### src/rtl/fetch_pkg.sv
// Shared types and defaults for the instruction-fetch front end.
// FIFO entries carry the fetched word alongside the address of the next sequential instruction.
package fetch_pkg;
  localparam int          FETCH_DEPTH    = 4;
  localparam logic [31:0] FETCH_RESET_PC = 32'h0000_0000;

  typedef enum logic [1:0] {IDLE, REQ, DROP} fetch_state_e;

  typedef struct packed {
    logic [31:0] instr;
    logic [31:0] pc4;
  } fetch_entry_t;
endpackage

### src/rtl/fetch_unit_if.sv
// Fetch-unit bus: instruction-memory req/ack handshake, ID-side redirect/stall and head instruction.
// master = fetch unit; slave = the memory/ID environment around it.
interface fetch_unit_if;
  logic        imem_req;
  logic [31:0] imem_addr;
  logic        imem_ack;
  logic [31:0] imem_rdata;
  logic        redirect;
  logic [31:0] redirect_pc;
  logic        stall;
  logic        instr_valid;
  logic [31:0] instr;
  logic [31:0] pc4;

  modport master (
    output imem_req, imem_addr, instr_valid, instr, pc4,
    input  imem_ack, imem_rdata, redirect, redirect_pc, stall
  );

  modport slave (
    input  imem_req, imem_addr, instr_valid, instr, pc4,
    output imem_ack, imem_rdata, redirect, redirect_pc, stall
  );
endinterface

### src/rtl/fetch_fifo.sv
// Prefetch FIFO, DEPTH x 64 bits; a push is visible at the head one cycle later.
// No internal backpressure: callers reserve space before pushing; flush beats push and pop.
module fetch_fifo
  import fetch_pkg::*;
#(
  parameter int DEPTH = FETCH_DEPTH,
  localparam int AW = $clog2(DEPTH),
  localparam int CW = $clog2(DEPTH + 1)
) (
  input  logic         clock,
  input  logic         resetn,
  input  logic         push,
  input  fetch_entry_t push_dat,
  input  logic         pop,
  input  logic         flush,
  output logic [CW-1:0] count,
  output fetch_entry_t head
);
  logic [AW-1:0] wr_ptr_q, wr_ptr_d, rd_ptr_q, rd_ptr_d;
  logic [CW-1:0] count_q, count_d;
  fetch_entry_t  mem_q [DEPTH];

  always_comb begin
    wr_ptr_d = wr_ptr_q;
    rd_ptr_d = rd_ptr_q;
    count_d  = count_q;
    if (flush) begin
      wr_ptr_d = '0;
      rd_ptr_d = '0;
      count_d  = '0;
    end else begin
      if (push) wr_ptr_d = wr_ptr_q + AW'(1);
      if (pop)  rd_ptr_d = rd_ptr_q + AW'(1);
      count_d = count_q + CW'(push) - CW'(pop);
    end
  end

  always_ff @(posedge clock or negedge resetn) begin
    if (!resetn) begin
      wr_ptr_q <= '0;
      rd_ptr_q <= '0;
      count_q  <= '0;
    end else begin
      wr_ptr_q <= wr_ptr_d;
      rd_ptr_q <= rd_ptr_d;
      count_q  <= count_d;
    end
  end

  // Storage needs no reset: count gates every read of it.
  always_ff @(posedge clock) begin
    if (push && !flush) mem_q[wr_ptr_q] <= push_dat;
  end

  assign count = count_q;
  assign head  = mem_q[rd_ptr_q];
endmodule

### src/rtl/fetch_unit.sv
// Fetch front end: one-outstanding imem requests feeding a prefetch FIFO toward ID; head valid one cycle after ack.
// ID stall holds the head; issue stops while the FIFO has no free slot; redirect flushes and drops in-flight data.
module fetch_unit
  import fetch_pkg::*;
#(
  parameter int          DEPTH    = FETCH_DEPTH,
  parameter logic [31:0] RESET_PC = FETCH_RESET_PC
) (
  input  logic clock,
  input  logic resetn,
  fetch_unit_if.master bus
);
  localparam int          CW      = $clog2(DEPTH + 1);
  localparam logic [CW-1:0] FULL_C = CW'(DEPTH);
  localparam logic [CW-1:0] LAST_C = CW'(DEPTH - 1);
  localparam logic [31:0] START_PC = RESET_PC & 32'hFFFF_FFFC;

  fetch_state_e  state_q, state_d;
  logic [31:0]   fetch_pc_q, fetch_pc_d, addr_q, addr_d;
  logic          req_q, req_d;
  logic          hold, push_vld, pop_vld;
  logic [31:0]   target;
  logic [CW-1:0] count;
  fetch_entry_t  push_dat, head_dat;

  assign target        = bus.redirect_pc & 32'hFFFF_FFFC;
  assign push_dat.instr = bus.imem_rdata;
  assign push_dat.pc4   = fetch_pc_q + 32'd4;
  assign pop_vld       = (count != '0) && !bus.stall && !bus.redirect;

  always_comb begin
    state_d    = state_q;
    fetch_pc_d = fetch_pc_q;
    push_vld   = 1'b0;
    hold       = 1'b0;
    unique case (state_q)
      IDLE: begin
        if (bus.redirect)        fetch_pc_d = target;
        else if (count < FULL_C) state_d    = REQ;
      end
      REQ: begin
        if (bus.redirect) begin
          fetch_pc_d = target;
          state_d    = bus.imem_ack ? REQ : DROP;
          hold       = !bus.imem_ack;
        end else if (bus.imem_ack) begin
          push_vld   = 1'b1;
          fetch_pc_d = fetch_pc_q + 32'd4;
          // The push only fills the last slot if nothing leaves this cycle.
          if (count == LAST_C && !pop_vld) state_d = IDLE;
        end else begin
          hold = 1'b1;
        end
      end
      DROP: begin
        if (bus.redirect) fetch_pc_d = target;
        if (bus.imem_ack) state_d = REQ;
        else              hold    = 1'b1;
      end
      default: state_d = IDLE;
    endcase
    req_d  = (state_d != IDLE);
    addr_d = hold ? addr_q : fetch_pc_d;
  end

  always_ff @(posedge clock or negedge resetn) begin
    if (!resetn) begin
      state_q    <= IDLE;
      fetch_pc_q <= START_PC;
      addr_q     <= START_PC;
      req_q      <= 1'b0;
    end else begin
      state_q    <= state_d;
      fetch_pc_q <= fetch_pc_d;
      addr_q     <= addr_d;
      req_q      <= req_d;
    end
  end

  fetch_fifo #(.DEPTH(DEPTH)) u_fifo (
    .clock    (clock),
    .resetn   (resetn),
    .push     (push_vld),
    .push_dat (push_dat),
    .pop      (pop_vld),
    .flush    (bus.redirect),
    .count    (count),
    .head     (head_dat)
  );

  assign bus.imem_req    = req_q;
  assign bus.imem_addr   = addr_q;
  assign bus.instr_valid = (count != '0);
  assign bus.instr       = (count != '0) ? head_dat.instr : 32'h0;
  assign bus.pc4         = (count != '0) ? head_dat.pc4   : 32'h0;
endmodule

### src/flat_wrapper.sv
// flat-port wrapper written by rule: the top's interface ports become plain ports
module fetch_unit_flat import fetch_pkg::*;
#(
  parameter int          DEPTH    = FETCH_DEPTH,
  parameter logic [31:0] RESET_PC = FETCH_RESET_PC
)
  (clock, resetn, bus_imem_req, bus_imem_addr, bus_instr_valid, bus_instr, bus_pc4, bus_imem_ack, bus_imem_rdata, bus_redirect, bus_redirect_pc, bus_stall);
  fetch_unit_if bus_i ();
  input  logic clock;
  input  logic resetn;
  output wire logic [$bits(bus_i.imem_req)-1:0] bus_imem_req;
  output wire logic [$bits(bus_i.imem_addr)-1:0] bus_imem_addr;
  output wire logic [$bits(bus_i.instr_valid)-1:0] bus_instr_valid;
  output wire logic [$bits(bus_i.instr)-1:0] bus_instr;
  output wire logic [$bits(bus_i.pc4)-1:0] bus_pc4;
  input wire logic [$bits(bus_i.imem_ack)-1:0] bus_imem_ack;
  input wire logic [$bits(bus_i.imem_rdata)-1:0] bus_imem_rdata;
  input wire logic [$bits(bus_i.redirect)-1:0] bus_redirect;
  input wire logic [$bits(bus_i.redirect_pc)-1:0] bus_redirect_pc;
  input wire logic [$bits(bus_i.stall)-1:0] bus_stall;
  assign bus_imem_req = bus_i.imem_req;
  assign bus_imem_addr = bus_i.imem_addr;
  assign bus_instr_valid = bus_i.instr_valid;
  assign bus_instr = bus_i.instr;
  assign bus_pc4 = bus_i.pc4;
  assign bus_i.imem_ack = bus_imem_ack;
  assign bus_i.imem_rdata = bus_imem_rdata;
  assign bus_i.redirect = bus_redirect;
  assign bus_i.redirect_pc = bus_redirect_pc;
  assign bus_i.stall = bus_stall;
  fetch_unit #(.DEPTH(DEPTH), .RESET_PC(RESET_PC)) u_core (.clock(clock), .resetn(resetn), .bus(bus_i));
endmodule
### config.mk
export PLATFORM = sky130hd
export DESIGN_NAME = fetch_unit_flat
export DESIGN_NICKNAME = d
export VERILOG_FILES = /design/src/rtl/fetch_pkg.sv /design/src/rtl/fetch_unit_if.sv /design/src/rtl/fetch_fifo.sv /design/src/rtl/fetch_unit.sv /design/src/flat_wrapper.sv
export SDC_FILE = /design/constraint.sdc
export NUM_CORES = 1
export LEC_CHECK = 0
export CAP_MARGIN = 10
export CORE_ASPECT_RATIO = 1.1
export CORE_MARGIN = 1.5
export CORE_UTILIZATION = 59
export CTS_BUF_LIST = sky130_fd_sc_hd__clkbuf_8
export CTS_CLUSTER_DIAMETER = 40
export CTS_CLUSTER_SIZE = 16
export DETAILED_ROUTE_END_ITERATION = 10
export GPL_ROUTABILITY_DRIVEN = 0
export HOLD_SLACK_MARGIN = 0.1
export PLACE_DENSITY = 0.83
export SYNTH_ARGS = -nofsm -noshare
export SYNTH_HDL_FRONTEND = slang
export SYNTH_SLANG_ARGS = --single-unit
### constraint.sdc
create_clock -name clock -period 8 [get_ports clock]
set_input_delay 2.4 -clock clock [delete_from_list [all_inputs] [get_ports clock]]
set_output_delay 2.4 -clock clock [all_outputs]
set_load 0.005 [all_outputs]
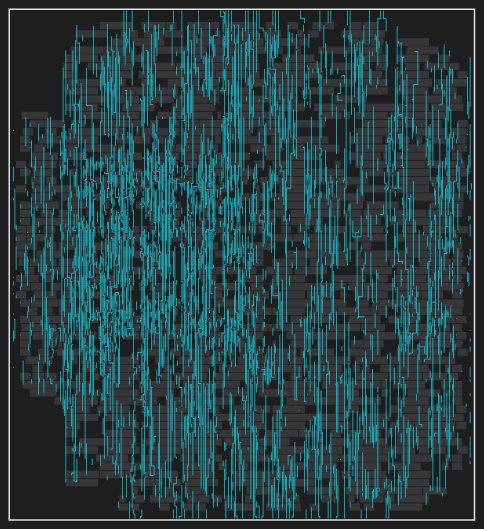
(images/met2.png)
Scale: 3 px per um.
The layer holds 49% of the routed length. The longest straight run is 57.1 um.
total number of vias: 9,119
total wire length after detailed routing: 32,200 um
met2 capacity usage during global routing: 0.413

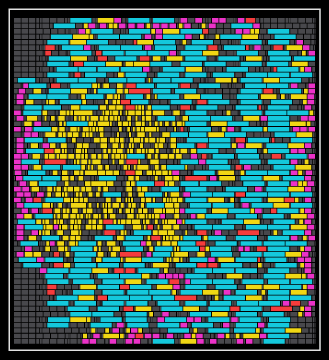
(images/cell_classes.png)
Scale: 2 px per um. Fill, decap, tap and diode cells in grey.
clock drivers and dummy loads: marked red, cells 70, share of their area 5.6%. other buffers and delay cells: marked magenta, cells 177, share of their area 10%. all other logic: marked yellow, cells 568, share of their area 29%. flip-flops: marked cyan, cells 330, share of their area 56%.

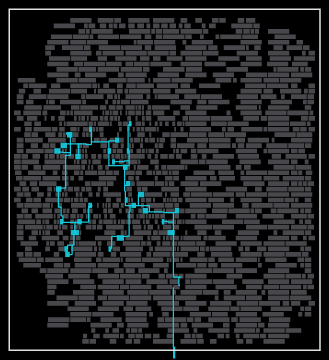
(images/port_nets.png)
Scale: 2 px per um.
`bus_imem_ack`: marked cyan, direction input, end cells 28, buffers 2, wire 376 um.
count of input and output buffers: 164
Top Ports: 167

==> notes.md <==
The synthesized netlist was found by Yosys to have 979 cells. The later pin in the worst-skew pair is clocked with a latency of 550 ps. Utilization after layout: 0.712.

Wire segments on met3 add up to 2240 um in the final route. The share of final layout cell area taken by clock buffers and inverters is 0.0546. Power group with the largest share: sequential cells.

The kind of cell with the highest combined delay along the critical path is buffers and inverters. After clock tree synthesis, the repair step resized 0 gates. The floorplan-stage core utilization was 0.606.

Summing all flip-flop and latch instances after layout gives 9540 um2. The run gives 0.717 for the final critical-path share of the clock period. The capture point of the critical path was reported as bus_instr[4]. Data-path buffer share of cell area in the final layout: 0.0990. The worst register-to-register path ends at u_core.bus.imem_addr[26]$_DFFE_PN0N_. With the net switching power at 1.96 mW, the final sequential cell count is 330. For this run, design rule violations remaining after detail routing come to 0.

The run gives 4 for the depth of the critical timing path with buffers and inverters included. The H-tree generated during clock tree synthesis spans 2 levels. Per the timing report, the most critical flop-to-flop path originates at u_core.fetch_pc_q[2]$_DFF_PN0_. The worst slack on hold paths is 499 ps, and the detailed-routed wire length on met2 is 15,800 um.

The inverter count is 18. Hold-check failures listed in the final report amount to 0. Highest metal layer with signal wires: met4.

Setup slack closes at 2260 ps. The run gives 5 for the iteration tally of the first detailed-router pass. With the die height at 170 um, the power drawn by the sequential cells is 2.48 mW.

The placement stage leaves a total instance area of 16,600 um2. The horizontal extent of the die was 155 um. Leakage component of the power: 6.10 nW. Number of nets with antenna violations after detailed routing: 0. The number of setup buffers added after CTS is 0.

TritonCTS built the clock tree. Warnings raised by the tools during the run amount to 34. The clock buffer instance count of the final layout is 41. In the final report, the number of pins over their slew limit comes to 0. Traced cell by cell, the critical path runs through buf_4 > mux4_2 > and2_1 > clkdlybuf4s50_1. At the end of the flow, the number of nets in the layout was 1,196. The clock arrives with 17.3 ps of skew. The die covers 26,300 um2. Most used flip-flop cell: edfxtp_1. The clock group total power is 1.38 mW. In this run the standard cell core region covers 24,600 um2. The run gives 2 for the count of cells along the worst hold path. The relative contribution of the clock network to total power is 0.231. For the filler cell count, the log shows 1,610. The tools report the first element of the critical path as u_core.u_fifo.rd_ptr_q[0]$_DFFE_PN0P_.

Final setup violation count: 0. The maximum achievable frequency was 174 MHz; the data arrival at the endpoint of the critical path was 3340 ps. The switching power share of the total is 0.327, and the total instance count after detailed placement is 1,385.

CTS saw 330 sinks. The logs give 0 for the global route total overflow and 66 for the maximum number of pins on one net before global-route repair. With the half-perimeter wire length after placement at 20,600 um, the area of the synthesized netlist per yosys stat is 14,900 um2. The part of the power in registers came out at 0.414. The run gives 0.206 mV as the peak supply drop.

For the final design instance area without fill, the log shows 17,500 um2. The number of cells traversed by the worst register-to-register path is 6, and the cell row count is 60. The share of cells above drive strength 1 works out to 0.173. The via count of the first global-routing pass was 8,964. The flow reported a cell area power density of 341 nW/um2. The warning tally printed by Yosys for this design is 0. Per the layout report, the design carries 177 non-clock buffers. The number of standard cells after synthesis is 979.

Per the CTS log, the root buffer master is clkbuf_8. The run gives 1,060 for the post-synth net total. With the max capacitance violation total at 0, the power consumption is 5.99 mW. STA classifies the critical path endpoint as an output pin. The first global-routing pass estimated 50,000 um of wire. The initial antenna violation count was 0; the detailed router's first-iteration violation count was 991. CTS added clock buffers totalling 38. Worst min-delay path class: reg2reg.

For the finished layout, the period the worst path requires is 5740 ps. The synthesized design contains 330 register bits. The power report lists cell-internal power as 4.03 mW.

After clock tree synthesis, the clock-pin slew on the worst setup and hold paths is 80 ps. The fraction of standard cell area that is sequential is 0.544, and the max-slew headroom at the worst pin is 0.274. TritonRoute output was used to compute an average wire per cell of 22.1 um. Logged for this run, the post-placement worst setup slack is 2490 ps. Combinational power for this build is 2.12 mW. The number of flip-flops in the largest register is 256.

Per the layout area report, the combinational gate area comes to 4850 um2. The slowest stage cell on the critical path is dfrtp_4. STA lists the maximum fanout along the critical path as 41. Per STA, the highest per-stage delay on the worst path measures 990 ps.

Setup repair after global routing left no endpoint under its margin. The critical path contains buffers and inverters numbering 2 combined. Relative to the synthesized area, the layout overhead comes to 17.6%. Async set-reset flop share out of synthesis: 0.224.

The post-synth count of flops with an enable pin is 256. Per the area breakdown, the dominant cell category is registers. The run gives 310 for the tap cell count. The transition time recorded at the tightest slew-check pin is 1080 ps.

Multi-input gate count: 550. The largest register by flop count is u_core.u_fifo.mem_q. The longest clock path from root to sink contains 3 buffers. In the final timing run, aggregate negative setup slack is 0 ps. The run gives 0.355 for the part of the power in combinational logic. The launching element type of the critical path is a register. In the Yosys stats the netlist draws on 87 distinct library cells. The critical path start-end classification is reg2out.

Global router's overall resource usage: 0.250. According to the timing report, the data required time at the worst endpoint equals 5600 ps. In the final routing, the length of wire on met1 measures 13,300 um. The hold buffer count at CTS came out at 0. The average instance in the mapped netlist occupies 15.2 um2. The final non-filler cell total was 1,455; the post-synthesis instance area was 14,900 um2. The run gives 0.276 for the fraction of area in multi-input gates. The via count normalized by instance count was 6.27; the minimum setup slack among reg-to-reg paths was 4900 ps.

The number of antenna diodes in the final layout is 0. The post-synthesis sequential area ratio is 0.639. The run finished with clean final reports.
==> cells in the mapped netlist (6+ instances only) <==
| master | number | area (um2) |
|---|---|---|
| edfxtp_1 | 256 | 7690 |
| dfrtp_1 | 74 | 1850 |
| and2_1 | 69 | 432 |
| mux4_2 | 64 | 1440 |
| nor2_1 | 46 | 173 |
| nand2_1 | 43 | 161 |
| clkbuf_1 | 35 | 131 |
| xnor2_1 | 22 | 193 |
| nor3_1 | 21 | 105 |
| nand3_1 | 20 | 100 |
| a21oi_1 | 19 | 95.1 |
| mux2_2 | 19 | 214 |
| inv_1 | 18 | 67.6 |
| buf_2 | 17 | 85.1 |
| o21ai_0 | 16 | 80.1 |
| xor2_1 | 15 | 131 |
| a211oi_1 | 14 | 105 |
| and3_1 | 11 | 68.8 |
| ha_1 | 11 | 138 |
| mux2i_1 | 11 | 110 |
| nand4_1 | 9 | 56.3 |
| buf_1 | 8 | 30.0 |
| buf_6 | 8 | 90.1 |
| nor4_1 | 8 | 50.1 |
| o31ai_1 | 8 | 60.1 |
| a31oi_1 | 7 | 43.8 |
| clkbuf_8 | 7 | 96.3 |
| nand2b_1 | 6 | 37.5 |
| nor2b_1 | 6 | 37.5 |
| o221ai_1 | 6 | 52.6 |
| o22ai_1 | 6 | 37.5 |
==> routing by layer <==
metal,track usage,up-vias
met5,0,-
met4,0.0811,0
met3,0.0378,70
li1,-,4062
met1,0.346,4545
met2,0.413,442
==> logic make-up (layout without fill, tap and decap cells) <==
group	after synthesis	count (layout)	synth area share
mux	95	95	0.119
compound gates	135	135	0.0692
simple gates	271	271	0.103
flops	330	330	0.639
fa+ha+maj	12	12	0.0106
buf+inv	99	265	0.0364
xor+xnor	37	37	0.0217
==> worst min-delay path: stages (launching register included) <==
cell     delay [ps]
dfrtp_1         350
nand2_1          60
o31ai_1          60
==> layout by cell type, fill, tap and decap left out, types with 7 or more instances in the layout <==
cell	instances
dfrtp_1	72
edfxtp_1	256
clkdlybuf4s50_1	163
buf_4	14
mux2i_1	11
xor2_1	15
mux4_2	64
inv_1	17
nand4_1	9
a31oi_1	7
o31ai_1	8
clkbuf_8	41
and2_1	69
nand3_1	20
bufinv_16	7
nor4_1	7
and3_1	7
xnor2_1	22
nor3_1	21
mux2_2	19
ha_1	11
nand2_1	43
a21oi_1	19
o21ai_0	16
nor2_1	46
a211oi_1	14
==> worst min path at each step <==
stage,startpoint,slack [ps],end
CTS,u_core.bus.imem_addr[8]$_DFFE_PN0N_,500,u_core.bus.imem_addr[8]$_DFFE_PN0N_
floorplan,u_core.fetch_pc_q[0]$_DFF_PN0_,470,u_core.u_fifo.mem_q[0][0]$_DFFE_PP_
global placement,u_core.bus.imem_addr[8]$_DFFE_PN0N_,480,u_core.bus.imem_addr[8]$_DFFE_PN0N_
global route,u_core.bus.imem_addr[1]$_DFFE_PN0N_,530,u_core.bus.imem_addr[1]$_DFFE_PN0N_
finish,u_core.bus.imem_addr[8]$_DFFE_PN0N_,500,u_core.bus.imem_addr[8]$_DFFE_PN0N_
detailed placement,u_core.bus.imem_addr[8]$_DFFE_PN0N_,480,u_core.bus.imem_addr[8]$_DFFE_PN0N_
No activity file was given, so power comes from the tool's default toggle rates.
